===== config.mk =====
export PLATFORM = sky130hd
export DESIGN_NAME = min_max_ctrl
export DESIGN_NICKNAME = d
export VERILOG_FILES = /design/src/rtl/min_max_pkg.sv /design/src/rtl/min_max_osc_gen.sv /design/src/rtl/min_max_ctrl.sv
export SDC_FILE = /design/constraint.sdc
export NUM_CORES = 1
export LEC_CHECK = 0
export ABC_AREA = 1
export CORE_MARGIN = 2
export CORE_UTILIZATION = 45
export CTS_CLUSTER_DIAMETER = 120
export DETAILED_ROUTE_END_ITERATION = 10
export GPL_ROUTABILITY_DRIVEN = 0
export MAX_ROUTING_LAYER = met4
export PLACE_DENSITY = 0.75
export SLEW_MARGIN = 20
export SYNTH_ARGS = -nofsm -noshare
export SYNTH_HDL_FRONTEND = slang
export SYNTH_SLANG_ARGS = --single-unit

===== constraint.sdc =====
create_clock -name clk_i -period 4.16 [get_ports clk_i]
set_input_delay 0.832 -clock clk_i [delete_from_list [all_inputs] [get_ports clk_i]]
set_output_delay 0.832 -clock clk_i [all_outputs]
set_load 0.01 [all_outputs]

===== src/rtl/min_max_pkg.sv =====
// Shared types for the min/max LED bar controller and its datapath reference model.
package min_max_pkg;

  typedef enum logic [1:0] {
    COM_NORMAL  = 2'b00,
    COM_LINEAR  = 2'b01,
    COM_ALL_OFF = 2'b10,
    COM_ALL_ON  = 2'b11
  } com_t;

  typedef enum logic [1:0] {
    RUN,
    LAMP_ON,
    LAMP_OFF
  } ctrl_state_t;

  // Counter width able to hold 0..n-1, never narrower than one bit.
  function automatic int unsigned cnt_width(input int unsigned n);
    return (n <= 1) ? 1 : $clog2(n);
  endfunction

endpackage


===== src/rtl/min_max_osc_gen.sv =====
// Free-running square wave: toggles every OSC_DIV cycles, independent of everything else.
module min_max_osc_gen
  import min_max_pkg::*;
#(
  parameter int OSC_DIV = 4
) (
  input  logic clk_i,
  input  logic rst_i,
  output logic osc_o
);

  localparam int CW = cnt_width(OSC_DIV);
  localparam logic [CW-1:0] LAST = CW'(OSC_DIV - 1);

  logic [CW-1:0] cnt;

  always_ff @(posedge clk_i or posedge rst_i) begin
    if (rst_i) begin
      cnt   <= '0;
      osc_o <= 1'b0;
    end else if (cnt == LAST) begin
      cnt   <= '0;
      osc_o <= ~osc_o;
    end else begin
      cnt <= cnt + CW'(1);
    end
  end

endmodule


===== src/rtl/min_max_ctrl.sv =====
// Sequencer for the min/max LED bar datapath: validated configuration intake,
// on-demand lamp test (all ON then all OFF) and the low-intensity oscillator.
module min_max_ctrl
  import min_max_pkg::*;
#(
  parameter int VALSIZE     = 4,
  parameter int OSC_DIV     = 4,
  parameter int LAMP_CYCLES = 8
) (
  input  logic               clk_i,
  input  logic               rst_i,
  input  logic               cfg_valid_i,
  output logic               cfg_ready_o,
  input  logic [1:0]         cfg_com_i,
  input  logic [VALSIZE-1:0] cfg_min_i,
  input  logic [VALSIZE-1:0] cfg_max_i,
  input  logic [VALSIZE-1:0] cfg_val_i,
  input  logic               lamp_test_i,
  output logic               busy_o,
  output logic               cfg_err_o,
  output logic [1:0]         com_o,
  output logic [VALSIZE-1:0] min_o,
  output logic [VALSIZE-1:0] max_o,
  output logic [VALSIZE-1:0] val_o,
  output logic               osc_o
);

  localparam int PW = cnt_width(LAMP_CYCLES);
  localparam logic [PW-1:0] PHASE_LAST = PW'(LAMP_CYCLES - 1);

  ctrl_state_t   state;
  logic [PW-1:0] phase;
  com_t          mode;

  logic accept;
  logic reject;
  logic store;

  assign accept = cfg_valid_i && cfg_ready_o;
  // Inverted bounds are only meaningful to reject in normal mode.
  assign reject = (cfg_com_i == COM_NORMAL) && (cfg_min_i > cfg_max_i);
  assign store  = accept && !reject;

  always_ff @(posedge clk_i or posedge rst_i) begin
    if (rst_i) begin
      state       <= RUN;
      phase       <= '0;
      mode        <= COM_NORMAL;
      com_o       <= COM_NORMAL;
      min_o       <= '0;
      max_o       <= '1;
      val_o       <= '0;
      cfg_ready_o <= 1'b0;
      busy_o      <= 1'b0;
      cfg_err_o   <= 1'b0;
    end else begin
      if (accept) begin
        cfg_err_o <= reject;
        if (!reject) begin
          mode  <= com_t'(cfg_com_i);
          min_o <= cfg_min_i;
          max_o <= cfg_max_i;
          val_o <= cfg_val_i;
        end
      end

      case (state)
        RUN: begin
          if (lamp_test_i) begin
            state       <= LAMP_ON;
            phase       <= '0;
            com_o       <= COM_ALL_ON;
            busy_o      <= 1'b1;
            cfg_ready_o <= 1'b0;
          end else begin
            com_o       <= store ? cfg_com_i : mode;
            busy_o      <= 1'b0;
            cfg_ready_o <= 1'b1;
          end
        end
        LAMP_ON: begin
          if (phase == PHASE_LAST) begin
            state <= LAMP_OFF;
            phase <= '0;
            com_o <= COM_ALL_OFF;
          end else begin
            phase <= phase + PW'(1);
          end
        end
        LAMP_OFF: begin
          if (phase == PHASE_LAST) begin
            state       <= RUN;
            phase       <= '0;
            com_o       <= mode;
            busy_o      <= 1'b0;
            cfg_ready_o <= 1'b1;
          end else begin
            phase <= phase + PW'(1);
          end
        end
        default: state <= RUN;
      endcase
    end
  end

  min_max_osc_gen #(.OSC_DIV(OSC_DIV)) u_osc (
    .clk_i(clk_i),
    .rst_i(rst_i),
    .osc_o(osc_o)
  );

endmodule


**Met3 routing**

Scale bar: 20 um.
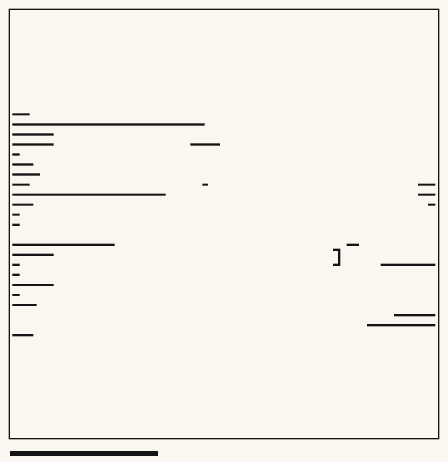
main direction = horizontal
wire length on this layer = 138 um
share of all routed wire = 5.2%
met3 routing resource usage after global routing: 3.125%
total number of vias: 1085
routed wire length: 2647 um

**Placement view**

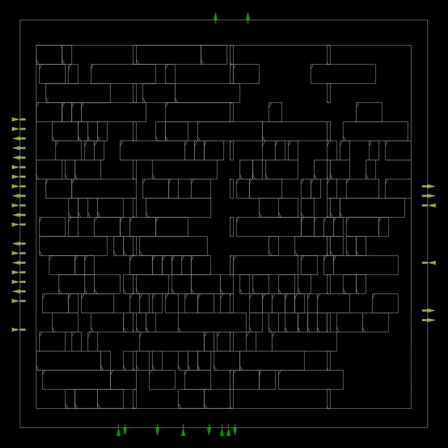
flop share of the area: 39.62%
fill cell count: 252
number of flip-flops and latches: 27
Core Rows: 19

**Cell density map**

12 x 12 tiles, from white (low) to dark blue (high), 0 to 100% covered.
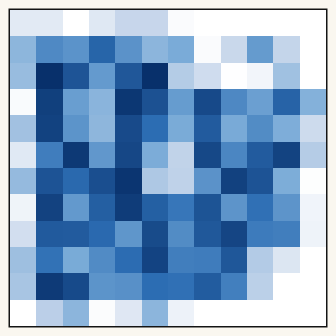
nearly empty tiles = 14%
mean over tiles = 50%
densest ninth of the die = center
emptiest ninth of the die = north-east
tiles over 75% full = 30%
fullest tile = 100%
Core Util, Final: 62.30%
area of the core: 2758 um2

**Placed cells, one color a class**

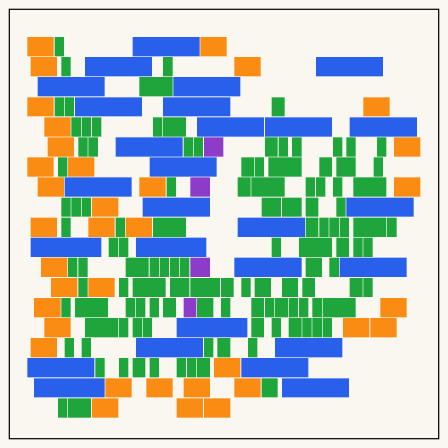
orange -> other buffers and delay cells  # cells 35, share of their area 21%
green -> combinational and other logic  # cells 120, share of their area 37%
blue -> flops  # cells 27, share of their area 41%
purple -> clock drivers and dummy loads  # cells 4, share of their area 1.6%
Finished Cell Area: 1718 um2

==> out/README.md <==
| Quantity | Reported | Unit |
|---|---|---|
| Number of flops mapped to enable cells by yosys | 0 | - |
| Width of the chip | 58.01 | um |
| And+or+nand+nor area frac | 21.07 | % |
| Final sum of negative setup slack | 0 | ns |
| Sum of overflow across all layers after global routing | 0 | - |
| Unrepaired setup endpoints after global routing | false | - |
| Synthesized netlist net count | 177 | - |
| Final tally of setup violations | 0 | - |
| Syn-to-layout area delta | 30.89 | % |
| Final layout net count | 216 | - |
| Synth flops | 27 | - |
| Antenna violations before repair | 0 | - |
| GRT Util Overall | 18.27 | % |
| Worst hold path class | flip-flop to flip-flop | - |
| Number of DRC violations after detailed routing | 0 | - |
| Minimum hold slack | 0.4405 | ns |
| Post-synthesis instance area | 1313 | um2 |
| Data arrival time of the critical path | 1.41 | ns |
| Fp util | 47.60 | % |
| Sequence of cells on the critical path | clkdlybuf4s50_1 | - |
| Tool warning count | 29 | - |
| Die Area | 3365 | um2 |
| Number of I/O port buffers | 35 | - |
| Area share of the largest cell type after synthesis | 43.85 | % |
| Largest non-sequential cell family by area | simple AND/OR/NAND/NOR gates | - |
| Clk Tree Root Cell | clkbuf_4 | - |
| Mean Syn Cell Area | 8.868 | um2 |
| Power density over cell area | 666.9 | nW/um2 |
| Detailed-routing iteration count for the pre-antenna-repair pass | 4 | - |
| Top cells by instance count after synthesis | nand2_1, dfrtp_1, inv_1 | - |
| Post-synthesis cell type count | 20 | - |
| AND-OR/OR-AND share of the synthesized area | 9.056 | % |
| Final clock skew | 0.001186 | ns |
| CTS-repair resized insts | 0 | - |
| Mux contribution to synthesized area | 0 | % |
| CTS tree | built | - |
| Asr flop ratio synth | 100.0 | % |
| Synth top cell by count | nand2_1 | - |
| Leakage Power | 0.8766 | nW |
| Final HPWL DP | 2058 | um |
| Worst path slowest cell | dfstp_2 | - |
| Maximum capacitance violations | 0 | - |
| CTS HTree Levels | 1 | - |
| Buffers inserted by post-CTS timing repair | 0 | - |
| Area reported by Yosys stat | 1313 | um2 |
| Critical Path Sink Type | primary output | - |
| Highest achievable clock rate | 446.4 | MHz |
| First-pass GRT wire length | 4588 | um |
| Height of the chip | 58.01 | um |
| XOR/XNOR share of the synthesized area | 0.6673 | % |
| Number of instances in the synthesized netlist | 148 | - |
| Largest net degree at the start of global routing | 28 | - |
| Worst ir drop on vdd | 397.9 | uV |
| Normalized max-slew margin | 35.28 | % |
| Cell count in the Yosys report | 148 | - |
| CP Buf/Inv Count | 1 | - |
| Clk slew on worst S/H paths | 0.14 | ns |
| Violation count after the first detailed-route iteration | 32 | - |
| Most used flip-flop cell | dfrtp_1 | - |
| Pins Over Slew Limit | 0 | - |
| Number of global-route vias before repair | 1158 | - |
| Number of top-level design ports | 36 | - |
| Final Hold Fails | 0 | - |
| Vias per std cell | 5.000 | - |
| Critical path's top delay family | flip-flops | - |
| Average wire per standard cell | 12.20 | um |
| Critical Setup Path Class | flip-flop to primary output | - |
| CP Launch Type | flip-flop | - |
| Largest cells by area | dfrtp_1, nand2_1, ha_1 | - |
| Worst slew pin tran | 0.9648 | ns |
| Adder-cell share of the synthesized area | 10.49 | % |
| Tally of yosys warning messages | 0 | - |
| Ant. Diodes | 0 | - |
| Crit-path max cell delay | 0.56 | ns |
| Clock sink count | 27 | - |
| Seq/Total Area, Yosys | 51.86 | % |
| Worst endpoint required time | 3.33 | ns |
| Skew-Pair Late Insertion Delay | 0.32 | ns |
| Largest area contributor in the netlist | dfrtp_1 | - |
| Result of the run | completed | - |
| Largest driver fanout on the critical path | 2 | - |
| Total CTS buffers | 3 | - |
| Remaining number of nets flagged by the antenna check after routing | 0 | - |
| Period Utilization, post-route | 53.85 | % |
| Post-cts hold-fix buffer tally | 0 | - |
| Share of cells above drive strength 1 | 8.602 | % |
| Minimum clock period after layout | 2.240 | ns |
| Number of buffers on the longest clock path | 2 | - |
[cell type report]
class / count / area [um2]
Clock buffer: 3 / 22.52
Tap cell: 31 / 38.79
Sequential cell: 27 / 680.7
Inverter: 21 / 78.83
Multi-Input combinational cell: 99 / 541.8
Clock inverter: 1 / 5.005
Fill cell: 252 / 1040
Timing Repair Buffer: 35 / 350.3
[logic make-up after synthesis]
logic type,Yosys count
fa+ha+maj,11
flops,27
xor+xnor,1
compound gates,20
simple gates,67
buf+inv,22
[sequential cells by signal, summed over array words and instances, names as in the netlist, 2 cells and up]
signal and count:
mode 2, val_o 4, u_osc.cnt 2, com_o 2, state 2, max_o 4, phase 3, min_o 4
[layer usage]
layer  track usage, %  wire, um  vias up
met5                -         0        -
met2            33.12      1380       32
met1            20.67      1120      512
met4            4.983         8        0
li1                 -         -      539
met3            3.125       138        2
[cell usage in the layout (no fill, tap or decap), drive strengths merged]
cell type      count
a21oi              8
a31oi              1
clkbuf             3
clkdlybuf4s50     35
clkinv             2
dfrtp             23
dfstp              4
ha                11
inv               20
nand2             47
nand3              6
nor2              13
o21a               2
o21ai              7
o21bai             1
o31ai              1
or2                1
xor2               1
[per-stage QoR]
step                      area (um2)   power, W  cells  worst slack (ns)  utilization, %
after floorplan                 1313  0.0007937    148             2.232               -
after global placement          1690   0.001020    213             1.633           61.30
after detailed placement        1690   0.001044    213             1.582           61.30
after CTS                       1718   0.001161    217             1.907           62.30
after global routing            1718   0.001245    217             1.738           62.30
final                           1718   0.001146    217             1.920           62.30
[report_power, final]
group / internal [W] / switching [W] / leakage (nW) / total (W)
Combinational: 0.000283 / 0.000293 / 0.534 / 0.000576
Sequential: 0.000389 / 0.0000691 / 0.325 / 0.000458
Clock: 0.0000360 / 0.0000757 / 0.0177 / 0.000112
[path summary, 6_finish.rpt]
check,start,to,slack (ns),depth (start not counted)
worst max-delay path,max_o[3]$_DFFE_PP1N_,max_o[3],1.92,1
worst min-delay path,u_osc.cnt[0]$_DFF_PP0_,u_osc.cnt[0]$_DFF_PP0_,0.44,1
worst max register to register,state[0]$_DFFE_PP0P_,com_o[0]$_DFFE_PP0P_,2.60,7
worst min register to register,u_osc.cnt[0]$_DFF_PP0_,u_osc.cnt[0]$_DFF_PP0_,0.44,1
max in group asynchronous,rst_i,com_o[0]$_DFFE_PP0P_,2.82,2
min in group asynchronous,rst_i,val_o[1]$_DFFE_PP0N_,0.90,2
No activity file was given, so power comes from the tool's default toggle rates.
